<file path="config.mk">
export PLATFORM = sky130hd
export DESIGN_NAME = neuron_ctrl
export DESIGN_NICKNAME = d
export VERILOG_FILES = /design/src/rtl/neuron_ctrl.sv
export SDC_FILE = /design/constraint.sdc
export NUM_CORES = 1
export LEC_CHECK = 0
export ABC_AREA = 1
export CORE_MARGIN = 2
export CORE_UTILIZATION = 41
export DETAILED_ROUTE_END_ITERATION = 8
export PLACE_DENSITY = 0.71
export SKIP_CTS_REPAIR_TIMING = 1
export SYNTH_ARGS = -nofsm -noshare
export SYNTH_HDL_FRONTEND = slang
export SYNTH_SLANG_ARGS = --single-unit
</file>
<file path="constraint.sdc">
create_clock -name clk -period 8.1 [get_ports clk]
set_clock_uncertainty 0.05 [all_clocks]
set_input_delay 1.62 -clock clk [delete_from_list [all_inputs] [get_ports clk]]
set_output_delay 1.62 -clock clk [all_outputs]
set_load 0.02 [all_outputs]
</file>
<file path="src/rtl/neuron_ctrl.sv">
// neuron_ctrl: leaky integrate-and-fire neuron controller.
//
// The membrane potential integrates unsigned input weights with saturation at
// 255. While integrating, a periodic leak subtracts leak_amt with a floor at
// 0. Once the registered potential reaches a nonzero threshold, the neuron
// fires a single-cycle spike. It then sits out a fixed refractory window
// before it integrates again.
//
// Ports
//   clk, reset       : rising-edge clock, synchronous active-high reset
//   enable           : run request; low parks the block in IDLE (count kept)
//   in_valid/in_ready: input spike handshake, accepted when both high
//   in_weight        : unsigned weight added on an accepted input
//   threshold        : firing threshold, 0 disables firing
//   leak_amt         : amount subtracted on each leak event
//   spike            : high for the one FIRE cycle
//   potential, timer : registered potential and leak/refractory counter
//   state            : IDLE=0, INTEGRATE=1, FIRE=2, REFRACT=3
//   spike_count      : total spikes fired, wraps modulo 256
module neuron_ctrl #(
  parameter int LEAK_PERIOD = 16,
  parameter int REFRACT     = 8
) (
  input  logic       clk,
  input  logic       reset,
  input  logic       enable,
  input  logic       in_valid,
  input  logic [7:0] in_weight,
  output logic       in_ready,
  input  logic [7:0] threshold,
  input  logic [7:0] leak_amt,
  output logic       spike,
  output logic [7:0] potential,
  output logic [7:0] timer,
  output logic [1:0] state,
  output logic [7:0] spike_count
);

  typedef enum logic [1:0] {
    S_IDLE  = 2'd0,
    S_INTEG = 2'd1,
    S_FIRE  = 2'd2,
    S_REFR  = 2'd3
  } state_t;

  localparam logic [7:0] LEAK_LAST = 8'(LEAK_PERIOD - 1);
  localparam logic [7:0] REFR_LAST = 8'(REFRACT - 1);

  state_t     cur, nxt;
  logic [7:0] pot_n, tmr_n, cnt_n;
  logic       at_thresh, leak, accept;
  logic [7:0] after_leak;
  logic [8:0] summed;
  logic [7:0] pot_upd;

  // Compared against the live threshold input, so a new threshold is used on
  // the very next comparison.
  assign at_thresh = (threshold != 8'd0) && (potential >= threshold);
  assign leak      = (timer == LEAK_LAST);
  assign in_ready  = (cur == S_INTEG) && !at_thresh;
  assign accept    = in_valid && in_ready;
  assign spike     = (cur == S_FIRE);
  assign state     = cur;

  // Leak first (floored at 0), then add the weight in 9 bits and saturate.
  // Together these form one potential update.
  always_comb begin
    after_leak = potential;
    if (leak)
      after_leak = (potential > leak_amt) ? (potential - leak_amt) : 8'd0;
    summed  = {1'b0, after_leak} + {1'b0, (accept ? in_weight : 8'd0)};
    pot_upd = summed[8] ? 8'hFF : summed[7:0];
  end

  always_comb begin
    nxt   = cur;
    pot_n = potential;
    tmr_n = timer;
    cnt_n = spike_count;
    if (!enable) begin
      nxt   = S_IDLE;
      pot_n = 8'd0;
      tmr_n = 8'd0;
    end else begin
      case (cur)
        S_IDLE: begin
          nxt   = S_INTEG;
          pot_n = 8'd0;
          tmr_n = 8'd0;
        end
        S_INTEG: begin
          if (at_thresh) begin
            // Firing pre-empts both the leak and any input this cycle.
            nxt   = S_FIRE;
            tmr_n = 8'd0;
          end else begin
            pot_n = pot_upd;
            tmr_n = leak ? 8'd0 : timer + 8'd1;
          end
        end
        S_FIRE: begin
          nxt   = S_REFR;
          pot_n = 8'd0;
          tmr_n = 8'd0;
          cnt_n = spike_count + 8'd1;
        end
        S_REFR: begin
          pot_n = 8'd0;
          if (timer == REFR_LAST) begin
            nxt   = S_INTEG;
            tmr_n = 8'd0;
          end else begin
            tmr_n = timer + 8'd1;
          end
        end
        default: nxt = S_IDLE;
      endcase
    end
  end

  always_ff @(posedge clk) begin
    if (reset) begin
      cur         <= S_IDLE;
      potential   <= 8'd0;
      timer       <= 8'd0;
      spike_count <= 8'd0;
    end else begin
      cur         <= nxt;
      potential   <= pot_n;
      timer       <= tmr_n;
      spike_count <= cnt_n;
    end
  end

endmodule

</file>
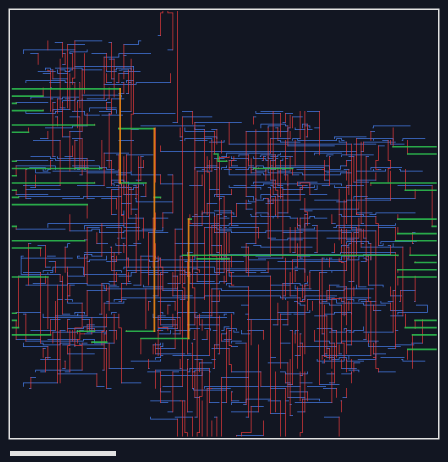
Fig. 1. Wiring by layer.
The bar under the picture is 20 um long.
| color | layer | wire length |
|---|---|---|
| green | M3 | 323 um |
| red | M2 | 2490 um |
| orange | M4 | 78.2 um |
| blue | M1 | 2460 um |

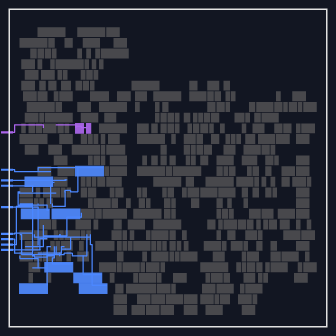
Fig. 2. Nets reached from selected ports.
| color | port | bits | direction | end cells | wire |
|---|---|---|---|---|---|
| purple | enable | 1 | input | 2 | 19.4 um |
| blue | timer | 8 | output | 8 | 321 um |

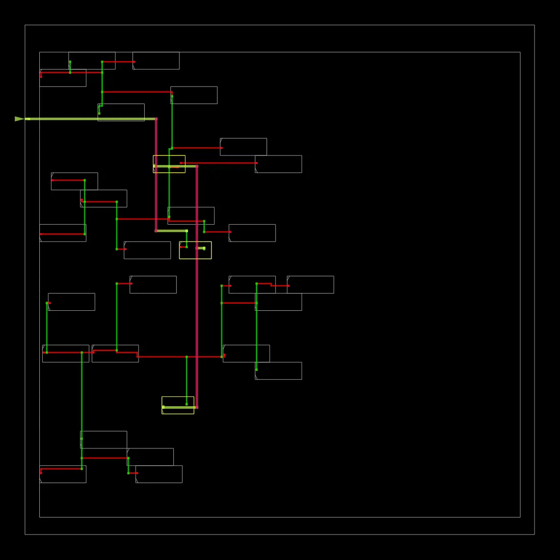
Fig. 3. Clock wiring as the flow saved it.
number of buffers added by the clock tree synthesis step: 3
Clock buffer cells: 3
number of clock sinks: 26
Flops: 26

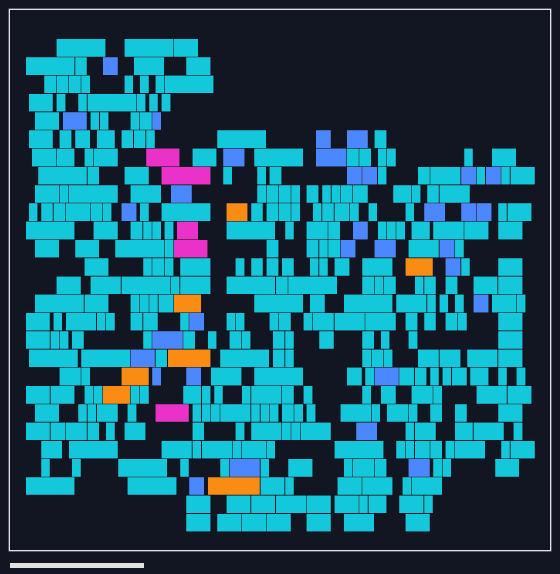
Fig. 4. Drive-strength map.
The bar under the picture is 20 um long.
| color | size | cells |
|---|---|---|
| blue | x2 | 32 |
| cyan | x1 and smaller | 347 |
| magenta | x6 and larger | 5 |
| orange | x3 and x4 | 7 |
count of plain and timing-repair buffers in the layout: 55
Final Worst Setup Slack: 2630 ps
area of all placed cells without fillers: 0.00307 mm2
signed area change from the synthesized netlist to the final layout: 28.0%

==> run summary <==
The full implementation flow was run.

In this run the horizontal extent of the chip is roughly 80 um. The power attributed to sequential cells stands at between 0.1 and 0.15 mW. On the final layout, the worst hold slack is 427 ps. The highest layer touched by signal routing is met4. The report puts the cell count of the worst reg-to-reg path at 17.

The cell-mix breakdown from Yosys lists the compound-gate area share as roughly 14%. The smallest clock period supported by the final layout is computed as 5470 ps. For the worst reg-to-reg path, the startpoint reported by OpenROAD is potential[0]$_SDFFE_PP0P_. The data arrival time of the worst path stands at between 3000 and 4000 ps. In this run the critical register-to-register path is captured at potential[2]$_SDFFE_PP0P_. The first-pass GRT wire length stands at 9340 um.

In the synthesized netlist the dominant register cell turns out to be sky130_fd_sc_hd__dfxtp_1. The most common cell in the synthesized netlist is sky130_fd_sc_hd__nand2_1. The global-route congestion overflow total stands at 0. The fraction of layout instances using a drive strength above 1 stands at between 10% and 20%. Port buffering added 55 buffers. Entering global routing, the biggest net connects 14 pins. The layout report lists the multi-input gate area as 0.00163 mm2. The power attributed to combinational cells stands at 0.0542 mW. Looking at the hold checks, the worst path lands on timer[0]$_SDFF_PP0_.

The delay of the slowest cell on the worst path stands at 600 ps. By instance count after routing, the leading logic cell type is sky130_fd_sc_hd__nand2_1. The congestion estimate from routability-driven global placement came to 0.810.

After synthesis, the share of flip-flops with an asynchronous set or reset is 0%. Setup total negative slack on the finished layout was measured at 0 ps. The flow ran to the end, and the final reports show no timing, DRC or antenna violations.

The placed instance count stands at 460. The max-slew check reports its worst relative slack as a little under three quarters. The most critical setup path has its startpoint at threshold[7]. The internal portion of the total power is 0.189 mW. The worst setup path is launched from an input pin.

The setup path with the least slack is of type input pin to primary output. The clock passes through at most 2 buffers. The adder and majority cell fraction of the synthesized area stands at 17.3%. The post-CTS clock slew at the launch and capture registers of the worst setup and hold paths stands at approximately 90 ps. The routed design shows a via density per instance of 4.88. Once synthesis finished, the tally of register bits stood at 26. The layout inverter count without the clock tree stands at about 60. The core box area stands at 0.00557 mm2. The mean routed wirelength per cell stands at 11.6 um. The report lists the number of standard-cell rows as 27. Following the worst setup path forward leads to its endpoint at in_ready. For this design, Yosys synthesis ends with a cell count of 335. In this run the count of I/O pins placed on the die edge is ~56. TritonCTS built the clock tree.

In the final layout, flip-flops and latches take up roughly 17% of the cell area. The tally of unique sky130hd cells used after synthesis stands at 38. At floorplan, the net count of the design was reported as 395. Detailed placement finished with a half-perimeter wire length of 4310 um. The fraction of power spent switching nets stands at 27.0%. The overall routed net length stands at 5350 um. The power share of the combinational group stands at around a fifth.

The area fraction of clock buffers and clock inverters stands at 1.35%. Per the final report, the share of cell area in non-clock buffers is between 10% and 20%. Broken down by cell family, the worst path's largest delay share belongs to buffers and inverters.

Registers take 520 um2. Sorting the Yosys area breakdown by cell type puts at the top sky130_fd_sc_hd__dfxtp_1. The total clock network power stands at about 0.074 mW. Counting instances in the post-synthesis netlist gives the leading cell types as sky130_fd_sc_hd__nand2_1 (56), sky130_fd_sc_hd__inv_1 (55), sky130_fd_sc_hd__ha_1 (30). For this block, wires on met1 add up to ~2500 um.

The placed cell area stands at 0.00303 mm2. Counting flops with a built-in enable in the synthesized netlist gives 0. 248 cells are multi-input combinational gates.

Of the available clock period, the critical path in the final layout requires 67.6%. Summing over every cut layer, the via total after detailed routing is 2261. The total length of routed met2 wires stands at 2490 um. The transition time recorded at the tightest slew-check pin is 425 ps. The critical path required time stands at between 6000 and 7000 ps.

In this run, the synthesized area fraction spent on and/or/nand/nor cells is recorded as 31.9%. The maximum ir drop on the vdd rail stands at 0.0000657 V. The cell count of the worst hold path stands at 1. The chip footprint stands at about 0.0065 mm2. In this build the clock could be raised as far as 183 MHz. Per the final report, max-transition violations number 0. For this run, the total global-route usage over all layers was measured as 18.0%.

The skew report gives the latency at the later pin of the worst-skew pair as 270 ps.
==> through the flow <==
stage | total power, mW | utilization [%] | setup slack, ps
CTS | 0.263 | 55.0 | 2630
global placement | 0.187 | 54.3 | 2680
global route | 0.274 | 55.0 | 2500
floorplan | 0.164 | - | 3820
finish | 0.259 | 55.0 | 2630
detailed placement | 0.188 | 54.3 | 2630
==> per-layer routing <==
layer	global-route usage, %	vias to the layer above
met2	32.2	56
met1	21.8	999
met3	3.26	7
met4	5.08	0
met5	0	-
li1	-	1199
==> state kept, by name, summed over array words and instances, names as in the netlist <==
| register | count |
|---|---|
| potential | 8 |
| spike_count | 8 |
| state | 2 |
| timer | 8 |
Power is estimated from default activity; no workload was simulated.
